==> config.mk <==
export PLATFORM = sky130hd
export DESIGN_NAME = bip_sequencer
export DESIGN_NICKNAME = d
export VERILOG_FILES = /design/src/rtl/bip_pkg.sv /design/src/rtl/bip_decoder.sv /design/src/rtl/bip_sequencer.sv
export SDC_FILE = /design/constraint.sdc
export NUM_CORES = 1
export LEC_CHECK = 0
export CAP_MARGIN = 5
export CORE_MARGIN = 1
export CORE_UTILIZATION = 45
export DETAILED_ROUTE_END_ITERATION = 6
export PLACE_DENSITY = 0.95
export SYNTH_ARGS = -nofsm -noshare
export SYNTH_HDL_FRONTEND = slang
export SYNTH_SLANG_ARGS = --single-unit
export TNS_END_PERCENT = 10
==> constraint.sdc <==
create_clock -name clk -period 4.03 [get_ports clk]
set_input_delay 0.403 -clock clk [delete_from_list [all_inputs] [get_ports clk]]
set_output_delay 0.403 -clock clk [all_outputs]
set_load 0.02 [all_outputs]
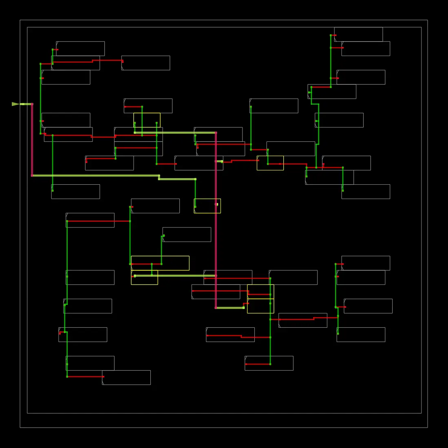
run_1/clocks.png
Seq cells: 42
Power Clock: 0.334 mW
clk_skew: 0.00449 ns
clock buffers: 6

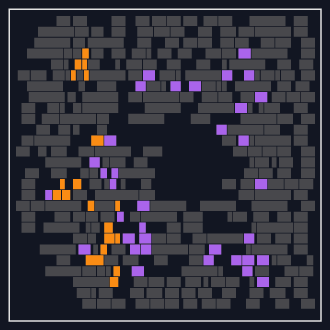
run_1/logic_types.png
(4 px per µm)
- orange: nor cells (cells 19)
- purple: aoi and oai cells (cells 35)
Comb/total area: 30.0%
most frequent logic cell in the layout: clkdlybuf4s50_1
Finished Layout Cells: 402

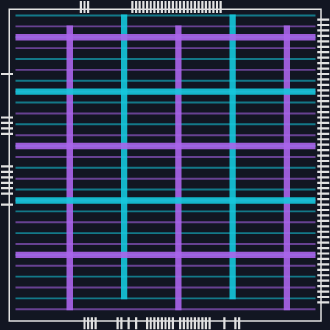
run_1/power_grid.png
(4 px per µm) Pins as bars on the die edge.
- cyan: VDD
- purple: VSS
- rows: 27
- met1 rails: 28
Max VDD drop: 402 µV
die height: 77.5 µm

==> flow_summary_export.csv, run 1 <==
group,metric,value,unit
outcome,status,"completed",
layout,fin_util,66.6,%
logic_synthesis,simple_gate_area_share,10.4,%
timing,tns,0,ns
clock_tree,cts_buffer_depth,2,
place,numPortBuffers,120,
logic_synthesis,synth_warnings,0,
logic_synthesis,avgSynthCellArea,10.4,µm²
timing,finalHoldViolCount,0,
grt,grt_max_degree,43,
power_and_ir_drop,cellLeakagePower,1.59,nW
clock_tree,cts_resized,0,
place,dpl.hpwl,5.16,mm
worst_setup_path,cp.depth,6,
logic_synthesis,mux_area_share,17.3,%
floorplanning,die_area,6010,µm²
timing,finalSetupViolations,0,
grt,gr-total-overflow,0,
route,drt_iter0_drc,124,
worst_setup_path,crit_slowest_cell,"nor3b_2",
layout,synthToLayoutAreaGrowth,42.8,%
floorplanning,die_x,77.5,µm
clock_tree,clockRootBuffer,"clkbuf_8",
logic_synthesis,synth_cells,247,
layout,largest_reg_flops,16,
flow_run,maxCapViolations,0,
route,vias,2219,
timing,slew_violations,0,
power_and_ir_drop,p_comb_share,59.6,%
logic_synthesis,largest_area_cell,"dfrtp_1",
layout,drive_gt1_share,13.3,%
route,dr.pass1.iters,4,
power_and_ir_drop,clkPwrFrac,11.7,%
worst_setup_path,setup.worst_path.class,"reg -> out",
power_and_ir_drop,p_int,1.63,mW
floorplanning,n_tap_cell,72,
layout,fillCellCount,438,
logic_synthesis,ys_seq_elements,42,
worst_setup_path,cp_cell_sequence,"nor3b_2 -> mux2i_1 -> a21oi_1 -> buf_4 -> mux2_2 -> clkdlybuf4s50_1",
power_and_ir_drop,comb_power,1.71,mW
worst_setup_path,endpoint_kind,"primary output",
logic_synthesis,yosys_area,2570,µm²
power_and_ir_drop,swShare,43.0,%
worst_setup_path,cp_top_family,"buffers and inverters",
clock_tree,clk_pin_slew,0.08,ns
route,wire_per_inst,17.5,µm
logic_synthesis,top_cell,"dfrtp_1",
clock_tree,post_cts_buffers,0,
logic_synthesis,adder_share,0.487,%
place,place.gp.congestion,0.798,
worst_setup_path,cp_slowest_stage_delay,0.56,ns
grt,grt_pass1_vias,2166,
logic_synthesis,synth_top_area_share,40.9,%
layout,sh_seq_area,28.7,%
worst_setup_path,cp.arrival,2.95,ns
logic_synthesis,ys.flop_type,"dfrtp_1",
worst_setup_path,required,3.63,ns
grt,grtUsageTotal,23.9,%
layout,clkCellAreaFrac,3.07,%
timing,period_used_share,83.1,%
timing,rsz0062_at_grt,"no",
power_and_ir_drop,seqPwrFrac,28.7,%
worst_setup_path,rrSetupSlack,1.56,ns
power_and_ir_drop,power.group.top,"combinational logic",
clock_tree,cts_buffers,5,
timing,post-route-min-period,3.35,ns
clock_tree,cts.sinks,42,
logic_synthesis,area_leaders,"dfrtp_1 41%, mux2_2 12%, buf_4 11%",
logic_synthesis,synthAoiAreaFrac,11.2,%
layout,buf_share,33.2,%
logic_synthesis,logic_family,"multiplexers",
layout,finalNetCount,374,
timing,hold_ws,0.250,ns
clock_tree,cts_tree,"built",
logic_synthesis,async_reset_ff_share,100,%
layout,buffers,123,
route,vias_per_cell,5.52,
power_and_ir_drop,p_switching,1.23,mW
grt,antenna_found_initial,0,
worst_setup_path,path_max_fanout,12,
logic_synthesis,yosys-top-cells-count,"42 x dfrtp_1, 36 x buf_4, 28 x mux2_2",
worst_setup_path,r2r_cells,3,
layout,dominant_cells,"non-clock buffers",
clock_tree,clock_latency,0.29,ns
layout,flop_area,1050,µm²
floorplanning,fp-utilization,46.6,%
timing,relSlewSlack,26.2,%
layout,comb_cells,133,
layout,final_cell_mix,"119 x clkdlybuf4s50_1, 42 x dfrtp_1, 28 x mux2_2",
power_and_ir_drop,powerDensity,782,nW/µm²
route,finalWirelength,7.05,mm
flow_run,warning_count,26,
worst_setup_path,start_kind,"flip-flop",
clock_tree,htree_levels,2,
floorplanning,ios,121,
logic_synthesis,ys_types,41,
logic_synthesis,syn-num-nets,291,
layout,final-comb-area,1100,µm²
clock_tree,cts_hold_buf,0,
timing,worst_slew_pin_slew,1.11,ns
worst_setup_path,cp.buffers_inverters,2,
logic_synthesis,syn_area,2570,µm²
floorplanning,num_rows,27,
logic_synthesis,synth-xor-area-share,3.41,%
power_and_ir_drop,pg_seq,0.823,mW
logic_synthesis,enable_flop_cells,0,
route,postRouteAntennaNets,0,
route,drc,0,
logic_synthesis,ys_cells,247,
logic_synthesis,yosysSeqAreaShare,40.9,%
grt,grt_first_pass_wirelength,11.1,mm
floorplanning,coreArea,5510,µm²
timing,max_freq,298,MHz
layout,nonClockInverterCount,25,
layout,antenna_cells,0,
hold_path,hp-class,"in -> async",
==> run 1: stage by stage <==
stage          setup WS, ns  total power [mW]  area, µm²  cells
2_1_floorplan          1.65              1.93       2570    247
3_3_place_gp           1.14              2.47       3550    395
3_5_place_dp           1.06              2.54       3550    395
4_1_cts               0.687              2.88       3670    402
5_1_grt               0.535              3.02       3670    402
6_report              0.680              2.87       3670    402
==> run 1: routing by layer <==
| layer | global-route usage (%) | routed length [µm] | vias to the layer above | share of wire [%] |
|---|---|---|---|---|
| met5 | 0 | 0 | - | 0 |
| met4 | 6.60 | 98 | 0 | 1.4 |
| met3 | 4.59 | 350 | 13 | 5.0 |
| met2 | 43.0 | 3690 | 85 | 52 |
| met1 | 29.0 | 2910 | 1103 | 41 |
| li1 | - | - | 1018 | - |
run_1/wires.png
(6 px per µm)
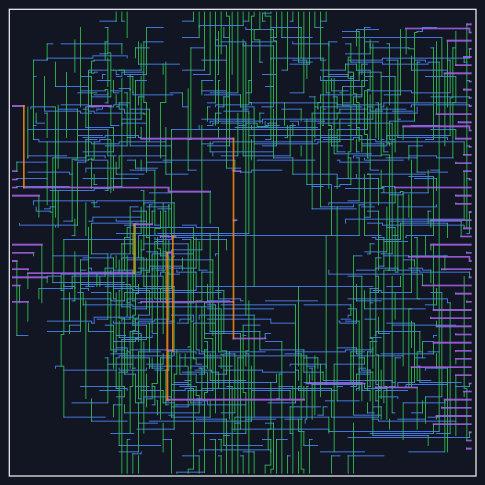

==> run 2: changes to the inputs <==
--- a/config.mk
+++ b/config.mk
@@ -7,9 +7,9 @@
 export LEC_CHECK = 0
 export CAP_MARGIN = 5
 export CORE_MARGIN = 1
-export CORE_UTILIZATION = 45
+export CORE_UTILIZATION = 37
 export DETAILED_ROUTE_END_ITERATION = 6
-export PLACE_DENSITY = 0.95
+export PLACE_DENSITY = 0.87
 export SYNTH_ARGS = -nofsm -noshare
 export SYNTH_HDL_FRONTEND = slang
 export SYNTH_SLANG_ARGS = --single-unit
==> constraint.sdc (replaced) <==
create_clock -name clk -period 2.75 [get_ports clk]
set_input_delay 0.275 -clock clk [delete_from_list [all_inputs] [get_ports clk]]
set_output_delay 0.275 -clock clk [all_outputs]
set_load 0.02 [all_outputs]
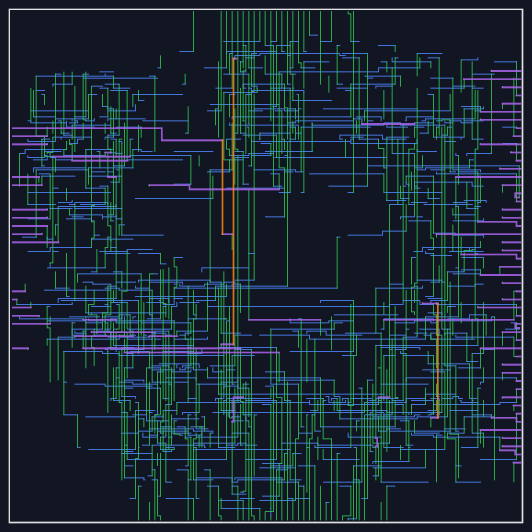
run_2/wires.png
(6 px per µm)
- orange: metal 4 (wire length 82.3 µm)
- purple: metal 3 (wire length 478 µm)
- blue: metal 1 (wire length 2890 µm)
- green: metal 2 (wire length 3640 µm)
average wire per standard cell: 16.9 µm
total track usage: 20.0%
wirelength, routed: 7.09 mm
via count: 2255

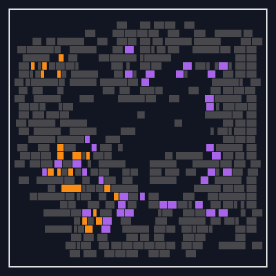
run_2/logic_types.png
(3 px per µm)
- purple: aoi and oai cells (cells 35)
- orange: nor cells (cells 19)
Comb/total area: 29.6%
Finished Layout Cells: 419

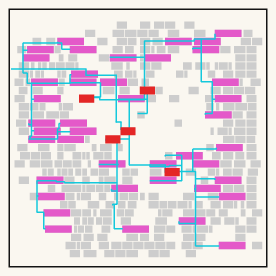
run_2/clk_routes.png
(3 px per µm)
- magenta: flip-flops (count 42)
- red: clock drivers (count 5)
- cyan: clock wires (length 554 µm)
- routed clock nets: 6
Power Clock: 0.416 mW
clk_skew: 0.00630 ns
Clock Power Share: 10.0%
clk_lat worst skew: 0.29 ns

==> run 2 against run 1 <==
Against the previous run: register-to-register slack lost 1.0 ns; critical path depth fell by 1; utilization down 9.4 points.
==> flow_summary_export.csv, run 2 <==
group,metric,value,unit
outcome,status,"completed",
grt,grt_first_pass_wirelength,11.4,mm
layout,buf_share,34.6,%
clock_tree,cts_resized,14,
clock_tree,clockRootBuffer,"clkbuf_8",
layout,final-comb-area,1110,µm²
layout,sh_seq_area,28.2,%
worst_setup_path,cp.depth,5,
layout,finalNetCount,385,
layout,clkCellAreaFrac,2.48,%
power_and_ir_drop,seqPwrFrac,28.6,%
worst_setup_path,r2r_cells,7,
route,postRouteAntennaNets,0,
power_and_ir_drop,p_int,2.32,mW
power_and_ir_drop,cellLeakagePower,1.67,nW
timing,slew_violations,0,
power_and_ir_drop,ir_drop,571,µV
power_and_ir_drop,swShare,44.2,%
place,post_dp_cell_area,3640,µm²
power_and_ir_drop,total_power,4.15,mW
power_and_ir_drop,p_switching,1.83,mW
layout,final_cell_mix,"106 x clkdlybuf4s50_1, 42 x dfrtp_1, 28 x mux2_2",
timing,finalSetupViolations,0,
logic_synthesis,ys_cells,247,
route,drt_iter0_drc,68,
layout,nonClockInverterCount,25,
grt,gr-total-overflow,0,
floorplanning,n_tap_cell,77,
timing,hold_ws,0.127,ns
place,place.gp.congestion,0.797,
timing,rsz0062_at_grt,"yes",
logic_synthesis,syn-num-nets,291,
flow_run,warning_count,27,
power_and_ir_drop,powerDensity,1110,nW/µm²
worst_setup_path,cp_top_family,"buffers and inverters",
clock_tree,cts_buffer_depth,2,
timing,worst_slew_pin_slew,0.971,ns
layout,largest_reg_flops,16,
logic_synthesis,ys_seq_elements,42,
logic_synthesis,synth_top_area_share,40.9,%
logic_synthesis,top_cell,"dfrtp_1",
place,numPortBuffers,120,
clock_tree,cts_tree,"built",
timing,max_freq,374,MHz
timing,tns,0,ns
route,dr.pass1.iters,4,
clock_tree,cts.sinks,42,
floorplanning,die_area,7280,µm²
worst_setup_path,crit_slowest_cell,"clkdlybuf4s50_1",
layout,synthToLayoutAreaGrowth,45.4,%
route,vias_per_cell,5.38,
worst_setup_path,cp.arrival,2.40,ns
logic_synthesis,yosysSeqAreaShare,40.9,%
timing,finalWorstSetupSlack,0.0728,ns
place,dpl.hpwl,5.31,mm
floorplanning,ios,121,
logic_synthesis,ys_types,41,
layout,fillCellCount,556,
power_and_ir_drop,comb_power,2.55,mW
worst_setup_path,cp_slowest_stage_delay,0.60,ns
logic_synthesis,syn_area,2570,µm²
layout,antenna_cells,0,
clock_tree,htree_levels,2,
power_and_ir_drop,pg_seq,1.19,mW
floorplanning,die_x,85.3,µm
layout,seq_cell_count,42,
timing,relSlewSlack,35.3,%
layout,fin_area,3730,µm²
place,placed_cells,411,
timing,finalHoldViolCount,0,
layout,lay_top_count,"clkdlybuf4s50_1",
logic_synthesis,synth_warnings,0,
worst_setup_path,start_kind,"flip-flop",
place,pre_cts_slack,0.0788,ns
layout,drive_gt1_share,16.4,%
## run 2: cell count changes in the layout (fill, tap and decap cells not counted), moves of 2 or more
cell and change:
buf_4 +10, clkdlybuf4s50_1 -13, clkinvlp_4 +2, dlygate4sd2_1 +12
## run 2: routing by layer
layer	global-route usage [%]	share of wire, %
met2	36.4	51
met3	5.06	6.7
met1	23.8	41
met4	4.70	1.2
met5	0	0
## run 2: cells by family (layout without fill, tap and decap cells)
logic type / Yosys count / after routing / synth area share (%)
buf+inv: 72 / 167 / 16.2
mux: 41 / 41 / 17.3
fa+ha+maj: 1 / 1 / 0.487
flops: 42 / 42 / 40.9
simple gates: 44 / 44 / 10.4
xor+xnor: 10 / 10 / 3.41
compound gates: 37 / 37 / 11.2
Power and IR drop assume default switching activity.
